### src/rtl/toggle_edge_monitor.sv
// toggle_edge_monitor
// Watches the toggle flip-flop output on the shared clock. It counts every
// transition, measures the number of cycles between consecutive transitions,
// and keeps sticky flags for counter wrap and for intervals too long to
// measure. The first sample after reset or clear only primes the edge
// detector, so a level that is already high is never reported as an edge.

module toggle_edge_monitor #(
    parameter int CNT_W = 8,
    parameter int PER_W = 8
) (
    input  logic             clk,
    input  logic             reset,
    input  logic             t_in,
    input  logic             clr,
    output logic [CNT_W-1:0] edge_cnt,
    output logic [PER_W-1:0] period,
    output logic             period_valid,
    output logic             cnt_ovf,
    output logic             per_ovf
);

    typedef enum logic [1:0] {
        ST_PRIME      = 2'd0,
        ST_WAIT_FIRST = 2'd1,
        ST_MEASURE    = 2'd2
    } state_t;

    localparam logic [CNT_W-1:0] CNT_ZERO  = {CNT_W{1'b0}};
    localparam logic [CNT_W-1:0] CNT_MAX   = {CNT_W{1'b1}};
    localparam logic [PER_W-1:0] PER_ZERO  = {PER_W{1'b0}};
    localparam logic [PER_W-1:0] TIMER_MAX = {PER_W{1'b1}};
    localparam logic [PER_W-1:0] TIMER_ONE = PER_W'(1);

    // Wrapping increment of the edge counter.
    function automatic logic [CNT_W-1:0] cnt_inc(input logic [CNT_W-1:0] value);
        return value + CNT_W'(1);
    endfunction

    // True when the next increment of the edge counter wraps to zero.
    function automatic logic cnt_wraps(input logic [CNT_W-1:0] value);
        return (value == CNT_MAX);
    endfunction

    state_t           state_r;
    state_t           state_nxt_s;
    logic             q_d_r;
    logic [PER_W-1:0] timer_r;
    logic             edge_s;

    logic [PER_W-1:0] timer_nxt_s;
    logic [CNT_W-1:0] cnt_nxt_s;
    logic [PER_W-1:0] period_nxt_s;
    logic             pv_nxt_s;
    logic             covf_nxt_s;
    logic             povf_nxt_s;

    // A transition is any difference between this sample and the previous one.
    assign edge_s = t_in ^ q_d_r;

    // State register.
    always_ff @(posedge clk or negedge reset) begin
        if (!reset) begin
            state_r <= ST_PRIME;
        end else begin
            state_r <= state_nxt_s;
        end
    end

    // Next-state logic: clear always returns to PRIME, which reprimes the detector.
    always_comb begin
        state_nxt_s = state_r;
        if (clr) begin
            state_nxt_s = ST_PRIME;
        end else begin
            case (state_r)
                ST_PRIME: begin
                    state_nxt_s = ST_WAIT_FIRST;
                end
                ST_WAIT_FIRST: begin
                    if (edge_s) begin
                        state_nxt_s = ST_MEASURE;
                    end else begin
                        state_nxt_s = ST_WAIT_FIRST;
                    end
                end
                ST_MEASURE: begin
                    state_nxt_s = ST_MEASURE;
                end
                default: begin
                    state_nxt_s = ST_PRIME;
                end
            endcase
        end
    end

    // Output/datapath next values: counting, interval timing and sticky flags.
    always_comb begin
        timer_nxt_s  = timer_r;
        cnt_nxt_s    = edge_cnt;
        period_nxt_s = period;
        pv_nxt_s     = 1'b0;
        covf_nxt_s   = cnt_ovf;
        povf_nxt_s   = per_ovf;
        if (clr) begin
            // Clear wins over an edge in the same cycle; that edge is dropped.
            timer_nxt_s  = PER_ZERO;
            cnt_nxt_s    = CNT_ZERO;
            period_nxt_s = PER_ZERO;
            covf_nxt_s   = 1'b0;
            povf_nxt_s   = 1'b0;
        end else begin
            case (state_r)
                ST_PRIME: begin
                    // Only the sample is captured here; nothing is counted.
                    timer_nxt_s = timer_r;
                end
                ST_WAIT_FIRST: begin
                    if (edge_s) begin
                        // First edge starts the timer but has nothing to measure against.
                        cnt_nxt_s   = cnt_inc(edge_cnt);
                        covf_nxt_s  = cnt_ovf | cnt_wraps(edge_cnt);
                        timer_nxt_s = TIMER_ONE;
                    end else begin
                        timer_nxt_s = timer_r;
                    end
                end
                ST_MEASURE: begin
                    if (edge_s) begin
                        period_nxt_s = timer_r;
                        pv_nxt_s     = 1'b1;
                        cnt_nxt_s    = cnt_inc(edge_cnt);
                        covf_nxt_s   = cnt_ovf | cnt_wraps(edge_cnt);
                        timer_nxt_s  = TIMER_ONE;
                    end else if (timer_r != TIMER_MAX) begin
                        timer_nxt_s = timer_r + PER_W'(1);
                    end else begin
                        // Timer pinned at all-ones: interval is too long, report it saturated.
                        timer_nxt_s = timer_r;
                        povf_nxt_s  = 1'b1;
                    end
                end
                default: begin
                    timer_nxt_s  = PER_ZERO;
                    cnt_nxt_s    = CNT_ZERO;
                    period_nxt_s = PER_ZERO;
                    covf_nxt_s   = 1'b0;
                    povf_nxt_s   = 1'b0;
                end
            endcase
        end
    end

    // Datapath and registered outputs; the sample register follows t_in every cycle.
    always_ff @(posedge clk or negedge reset) begin
        if (!reset) begin
            q_d_r        <= 1'b0;
            timer_r      <= PER_ZERO;
            edge_cnt     <= CNT_ZERO;
            period       <= PER_ZERO;
            period_valid <= 1'b0;
            cnt_ovf      <= 1'b0;
            per_ovf      <= 1'b0;
        end else begin
            q_d_r        <= t_in;
            timer_r      <= timer_nxt_s;
            edge_cnt     <= cnt_nxt_s;
            period       <= period_nxt_s;
            period_valid <= pv_nxt_s;
            cnt_ovf      <= covf_nxt_s;
            per_ovf      <= povf_nxt_s;
        end
    end

endmodule

### config.mk
export PLATFORM = sky130hd
export DESIGN_NAME = toggle_edge_monitor
export DESIGN_NICKNAME = d
export VERILOG_FILES = /design/src/rtl/toggle_edge_monitor.sv
export SDC_FILE = /design/constraint.sdc
export NUM_CORES = 1
export LEC_CHECK = 0
export ABC_AREA = 1
export CORE_ASPECT_RATIO = 1.75
export CORE_MARGIN = 2
export CORE_UTILIZATION = 58
export CTS_BUF_LIST = sky130_fd_sc_hd__clkbuf_8 sky130_fd_sc_hd__clkbuf_16
export DETAILED_ROUTE_END_ITERATION = 8
export HOLD_SLACK_MARGIN = 0.15
export PLACE_DENSITY = 0.84
export SLEW_MARGIN = 30
export SYNTH_ARGS = -nofsm -noshare
export SYNTH_HDL_FRONTEND = slang
export SYNTH_SLANG_ARGS = --single-unit
### constraint.sdc
create_clock -name clk -period 3.8 [get_ports clk]
set_input_delay 0.76 -clock clk [delete_from_list [all_inputs] [get_ports clk]]
set_output_delay 0.76 -clock clk [all_outputs]
set_load 0.05 [all_outputs]
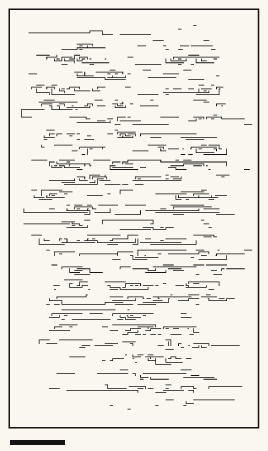
**Above:** run 1 (met1 routing).
Scale bar: 10 um.
The wires run mostly horizontal. The longest straight run is 12.9 um. The layer holds 37% of the routed length.
met1 GRT Util: 24.03%
via count: 1,469
final wirelength: 3404 um

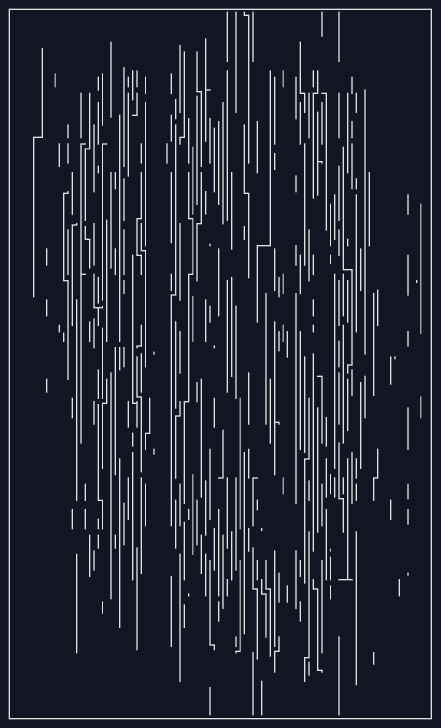
**Above:** run 1 (met2 routing).
The wires run mostly vertical. The longest straight run is 32.0 um. The layer holds 57% of the routed length. 214 nets have wire on it.
GR met2 Demand/Resource: 44.44%

==> impl_metrics.ini, run 1 <==
; yosys + openroad results
[route]
ant_nets = 0
viasPerCell = 5.191
drc = 0
firstDrtPassIters = 4

[critical_path]
critPathMaxFanout = 6
rr_worst_depth = 11
endpoint_kind = output port
cp-start-kind = flip-flop
r2r_start = state_r[1]$_DFF_PN0_
crit_path_start = edge_cnt[5]$_DFFE_PN0P_
cp_slowest_stage_delay_ns = 0.84
worstSetupEndpoint = edge_cnt[5]
r2r_end = edge_cnt[6]$_DFFE_PN0P_
cp.required_ns = 3.04
arrival_ns = 1.55
crit_path_cell_trace = clkdlybuf4s50_1

[pwr]
p_clk_mw = 0.245
intPower_mw = 0.5646
p_sw_share_pct = 37.17
pg_seq_mw = 0.354
clockPowerShare_pct = 27.3
p_seq_share_pct = 39.4
power_density_nw_per_um2 = 438.4

[clocking]
cts_hold_buf = 0
cts_resized = 0
clockBufferDepth = 2
htreeDepth = 2
cts_setup_buffers = 0

[flow_run]
drv_cap = 0
tool_warnings = 29

[logic_synthesis]
ys_types = 19
avgSynthCellArea_um2 = 7.540
enable_flop_cells = 0
ys_sh_simple_pct = 32.01
synth.cellmix.compoundShare_pct = 10.57
async_flop_share_pct = 100.0
common_cells = nand2_1 (75), inv_1 (32), dfrtp_1 (30)
topCellsByArea = dfrtp_1 (44%), nand2_1 (17%), inv_1 (7.0%), o21ai_0 (6.5%), ha_1 (4.4%)
flop_cell = dfrtp_1

[final_layout]
syn_to_final_growth_pct = 20.26
layoutNonFillerInstCount = 283
buf_share_pct = 11.11
final-comb-area_um2 = 818.3
lay_top_count = nand2_1
finalCoreUtilization_pct = 71.59
fin_nets = 266
clk_share_pct = 4.029
inv_count = 36
num_antenna_cells = 0
design.seq.count = 30

[placement]
io_buffers = 22
dp_hpwl_um = 2694
dp.cells = 277

[floorplanning]
fp.dieH_um = 75.71
core_um2 = 2863
initial_core_util_pct = 59.53
rows = 26

[global_route]
grt_pass1_vias = 1509
grt_use_total_pct = 24.48
grt_max_degree = 31
gr-total-overflow = 0
antenna_found_initial = 0

[worst_hold_path]
worst_hold_path.endpoint = timer_r[5]$_DFFE_PN0P_
hold_class = flip-flop to flip-flop

[sta]
hold_ws_ns = 0.5066
timing.fmax_ghz = 0.4320
tightest_slew_ns = 0.5037

[outcome]
status = completed
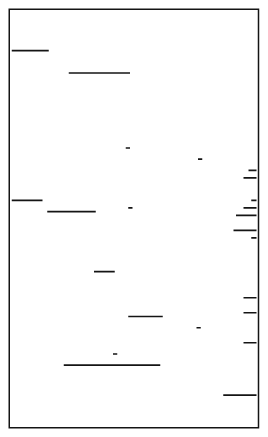
**Above:** run 1 (M3 wires).
The layer carries 84.4 um of wire. The wires run mostly horizontal. 16 nets have wire on it. The longest straight run is 17.2 um. The layer holds 2.5% of the routed length.
met3 Use GR: 4.739%

==> run 1: stage by stage <==
stage | area [um2] | setup slack [ns] | power (mW)
floorplan | 1704 | 2.135 | 0.5848
global placement | 1967 | 1.610 | 0.6548
detailed placement | 1967 | 1.595 | 0.6603
CTS | 2049 | 1.481 | 0.9109
global route | 2049 | 1.442 | 0.9623
finish | 2049 | 1.485 | 0.8985
==> run 1: flip-flops by register name (all words and copies together), names as in the netlist <==
register,cells
period_valid,1
q_d_r,1
timer_r,8
state_r,2
period,8
per_ovf,1
cnt_ovf,1
edge_cnt,8
==> run 1: routing by layer <==
layer / part of all wire, % / vias up / global-route usage (%)
met5: 0 / - / 0
met1: 37 / 681 / 24.03
met4: 3.7 / 0 / 16.34
li1: - / 754 / -
met3: 2.5 / 12 / 4.739
met2: 57 / 22 / 44.44
**Run 1: port wiring**

Scale bar: 10 um.
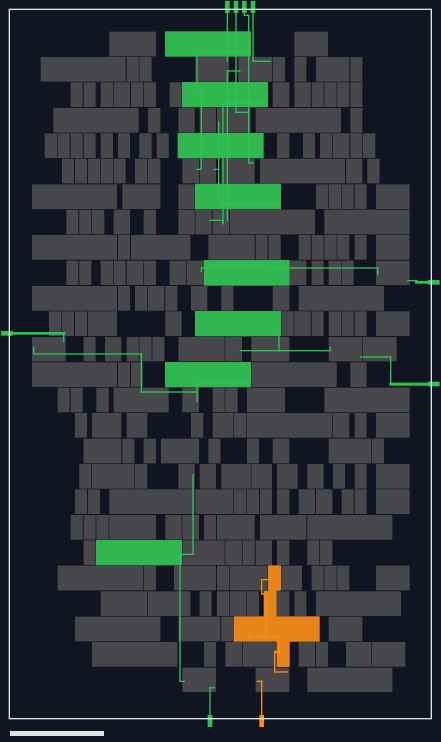

## Run 2: what changed since run 1
- CORE_UTILIZATION: 58 -> 49
- PLACE_DENSITY: 0.84 -> 0.75
- clock period: 3.8 -> 2.1 ns (I/O delays scaled with it)
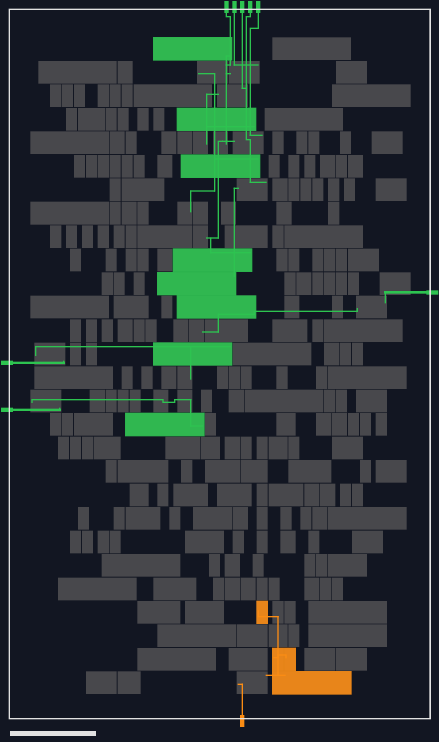
**Above:** run 2 (port wiring).
Scale bar: 10 um.
Orange stands for t_in, bits 1, direction input, edge south, end cells 4, buffers 1, wire 18.1 um. Green stands for period, bits 8, direction output, edge 5 north, 2 west, 1 east, end cells 8, buffers 8, wire 234 um.
port buffer count: 22
Ports: 23

==> run 2 against run 1 <==
Register-to-register slack worse by 1.7 ns; critical path depth unchanged; total power up 82%; worst hold slack better by 0.0064 ns; critical path type unchanged; via count down 0.48%; critical endpoint unchanged; clock skew down 0.00099 ns.
==> impl_metrics.ini, run 2 <==
; yosys + openroad results
[sta]
fin_ws_ns = 0.1138
tightest_slew_ns = 0.5152
hold_ws_ns = 0.5130
timing.fmax_ghz = 0.5035

[pwr]
intPower_mw = 1.022
power_density_nw_per_um2 = 791.4
p_total_mw = 1.639
p_clk_mw = 0.457
clockPowerShare_pct = 27.9
pg_seq_mw = 0.641
p_sw_share_pct = 37.61
p_seq_share_pct = 39.1

[route]
vias = 1462
wl_met1_um = 1397
drc = 0
highest_layer = met4
wl_met3_um = 89
viasPerCell = 4.873
drt_wl_total_um = 3641
ant_nets = 0
firstDrtPassIters = 4

[floorplanning]
core_um2 = 3363
fp.dieH_um = 82.02
initial_core_util_pct = 50.67
rows = 28

[logic_synthesis]
ys_types = 19
flop_cell = dfrtp_1
enable_flop_cells = 0
avgSynthCellArea_um2 = 7.540
netlist_area_um2 = 1704
synth_cells = 226
common_cells = nand2_1 (75), inv_1 (32), dfrtp_1 (30)
async_flop_share_pct = 100.0
topCellsByArea = dfrtp_1 (44%), nand2_1 (17%), inv_1 (7.0%), o21ai_0 (6.5%), ha_1 (4.4%)
yosys.area.top_type = dfrtp_1
synth_stat.cells = 226

[global_route]
gr-total-overflow = 0
met1_usage_pct = 19.81
grt_max_degree = 31
antenna_found_initial = 0
grt_pass1_vias = 1483

[placement]
place_ws_ns = 0.2309
placed_cell_area_um2 = 1988
dp.cells = 294
dp_hpwl_um = 2818

[clocking]
clockBufferDepth = 2
cts_tree = yes
htreeDepth = 2
cts_setup_buffers = 0
cts_resized = 0
cts_hold_buf = 0

[critical_path]
crit_path_start = edge_cnt[5]$_DFFE_PN0P_
cp_slowest_stage_delay_ns = 0.85
rr_worst_depth = 11
r2r_start = state_r[1]$_DFF_PN0_
endpoint_kind = output port
arrival_ns = 1.57
r2r_end = edge_cnt[6]$_DFFE_PN0P_
cp.required_ns = 1.68
cp-start-kind = flip-flop
worstSetupEndpoint = edge_cnt[5]
critPathMaxFanout = 6
crit_path_cell_trace = clkdlybuf4s50_1

[worst_hold_path]
hold_class = flip-flop to flip-flop
worst_hold_path.endpoint = period[4]$_DFFE_PN0P_
hold_depth = 2

[final_layout]
syn_to_final_growth_pct = 21.51
top_regs = edge_cnt (8), period (8), timer_r (8)
fin_nets = 266
final_cell_area_um2 = 2071
fillCellCount = 337
num_antenna_cells = 0
layoutNonFillerInstCount = 300
finalCoreUtilization_pct = 61.57
lay_top_count = nand2_1

[flow_run]
drv_cap = 0

[outcome]
status = completed
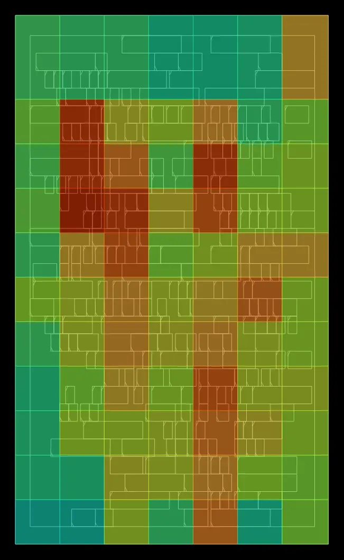
**Above:** run 2 (track usage over the die).
GR met2 Demand/Resource: 42.50%
busiest layer in global routing: met2
met3 Use GR: 4.000%
GRT Total Usage: 21.06%

run 2: cell counts in the layout (fill, tap and decap cells not counted):
Identical to the previous run, type by type.
run 2: kinds of logic (layout without fill, tap and decap cells):
group / Yosys count / count (layout) / synth area share [%]
and+or+nand+nor: 119 / 119 / 32.01
AOI/OAI and AO/OA: 33 / 33 / 10.57
buffers and inverters: 36 / 65 / 7.930
xor gates and xnor gates: 2 / 2 / 1.028
adders and majority gates: 6 / 6 / 4.405
DFF: 30 / 30 / 44.05
run 2: area by class of cell:
class                   count  area, um2  area share [%]
flip-flops and latches     30      750.7           36.25
repair buffers             23      227.7           11.00
inverters                  36      135.1           6.526
clock buffers               6      82.58           3.988
well taps                  45      56.30           2.719
multi-input cells         160      818.3           39.52
**Run 2: met2 routing**

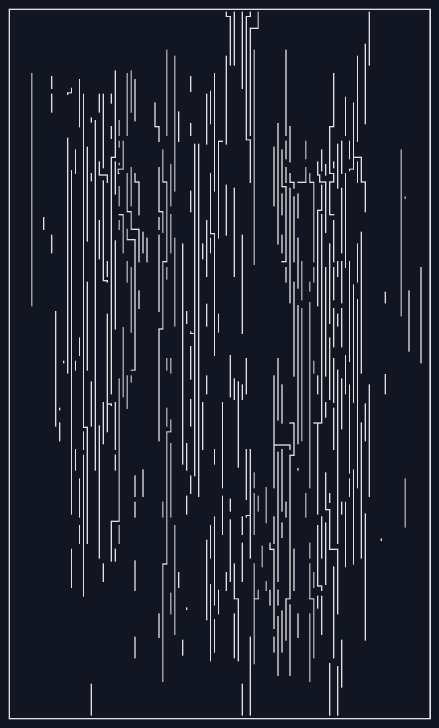

## Run 3: what changed since run 2
- MAX_ROUTING_LAYER: unset -> met4
- SLEW_MARGIN: 30 -> unset
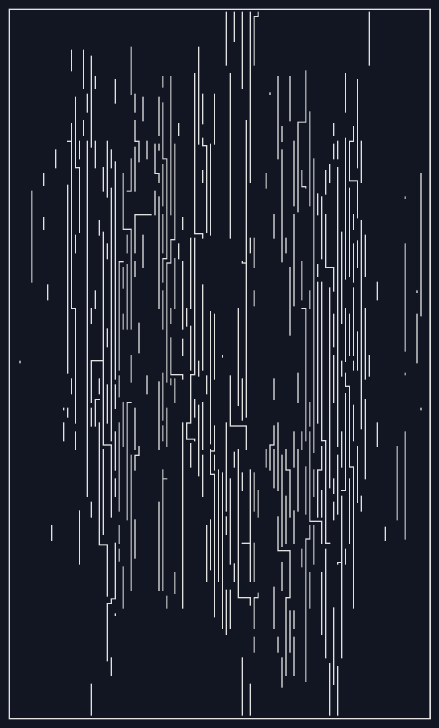
**Above:** run 3 (met2 routing).
204 nets have wire on it. The longest straight run is 41.1 um. The layer carries 2,020 um of wire. The wires run mostly vertical.
via count: 1,457
GR met2 Demand/Resource: 40.42%
final wirelength: 3508 um

==> run 3 against run 2 <==
Critical path depth stayed put; combinational power about the same; largest cell class unchanged; worst setup slack improved by 0.016 ns; cell count increased by 0.67%; register-to-register slack hardly changed; first-iteration DRC count up 20%; utilization is 0.26 points higher; critical path type unchanged; critical endpoint unchanged.
==> impl_metrics.ini, run 3 <==
; yosys + openroad results
[logic_synthesis]
yosys.area.top_type = dfrtp_1
flop_cell = dfrtp_1
ys_types = 19
synth_stat.cells = 226
ys_sh_mux_pct = 0
synth.cellmix.compoundShare_pct = 10.57
enable_flop_cells = 0
netlist_area_um2 = 1704
floorplan.nets = 236
ys_sh_simple_pct = 32.01
adder_share_pct = 4.405
synth_cells = 226
async_flop_share_pct = 100.0
topCombFamilyByArea = simple AND/OR/NAND/NOR gates
avgSynthCellArea_um2 = 7.540
common_cells = nand2_1 (75), inv_1 (32), dfrtp_1 (30)

[critical_path]
worstSetupPathType = flip-flop to output port
cp.depth = 1
crit_path_start = edge_cnt[5]$_DFFE_PN0P_
r2r_end = edge_cnt[6]$_DFFE_PN0P_
cp-start-kind = flip-flop
critPathMaxFanout = 6
crit_path_cell_trace = clkdlybuf4s50_1
rr_worst_depth = 11
worstSetupEndpoint = edge_cnt[5]
arrival_ns = 1.55
cp.required_ns = 1.68
cp_slowest_stage_delay_ns = 0.84
r2r_start = state_r[1]$_DFF_PN0_

[route]
firstDrtPassIters = 6
viasPerCell = 4.825
ant_nets = 0
drt-initial-drc-count = 42

[sta]
fin_ws_ns = 0.1295
timing.fmax_ghz = 0.5075
tightest_slew_ns = 0.5103
hold_viol = 0

[placement]
io_buffers = 22
place_ws_ns = 0.2263
dp_hpwl_um = 2714
placed_cell_area_um2 = 1988

[final_layout]
top_regs = edge_cnt (8), period (8), timer_r (8)
final_cell_area_um2 = 2079
lay_top_count = nand2_1
layoutNonFillerInstCount = 302
fin_nets = 266
num_antenna_cells = 0
syn_to_final_growth_pct = 22.03

[clocking]
cts_tree = yes
cts_hold_buf = 0
htreeDepth = 2
cts_setup_buffers = 0
cts_resized = 0
clockBufferDepth = 2

[global_route]
grt_max_degree = 31
grt_pass1_vias = 1409
grt_use_total_pct = 20.83
gr-total-overflow = 0

[pwr]
power_density_nw_per_um2 = 795.4
pg_seq_mw = 0.640
p_seq_share_pct = 38.7
clockPowerShare_pct = 28.6
intPower_mw = 1.028
p_sw_share_pct = 37.82
p_total_mw = 1.654

[floorplanning]
initial_core_util_pct = 50.67
fp.dieH_um = 82.02
ios = 23
rows = 28
core_um2 = 3363

[worst_hold_path]
hold_class = flip-flop to flip-flop
hold_depth = 2

[flow_run]
drv_cap = 0

[outcome]
status = completed
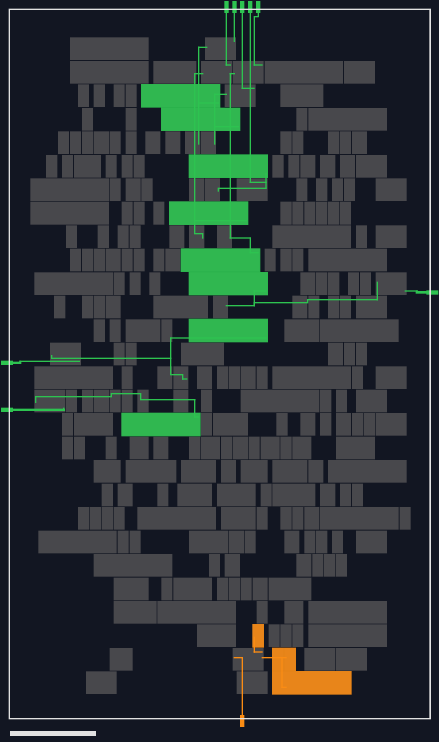
**Above:** run 3 (port wiring).
Scale bar: 10 um.
Orange stands for t_in, bits 1, direction input, edge south, end cells 4, buffers 1, wire 16.8 um. Green stands for period, bits 8, direction output, edge 5 north, 2 west, 1 east, end cells 8, buffers 8, wire 227 um.

==> run 3: cell count changes in the layout (fill, tap and decap cells not counted), sizes merged <==
cell,before,now
clkinv,0,1
inv,36,37
==> run 3: cell type report <==
type / count / area (um2)
fillers: 328 / 1284
multi-input cells: 160 / 818.3
flip-flops and latches: 30 / 750.7
repair buffers: 23 / 227.7
inverters: 36 / 135.1
clock buffers: 6 / 82.58
well taps: 45 / 56.30
clock inverters: 2 / 8.758
==> run 3: metal layers <==
metal | up-vias | routed length (um) | GRT usage, %
li1 | 758 | - | -
met1 | 676 | 1317 | 19.14
met2 | 17 | 2021 | 40.42
met3 | 6 | 81 | 3.818
met4 | 0 | 88 | 11.43
met5 | - | 0 | -
Power is estimated from default activity; no workload was simulated.
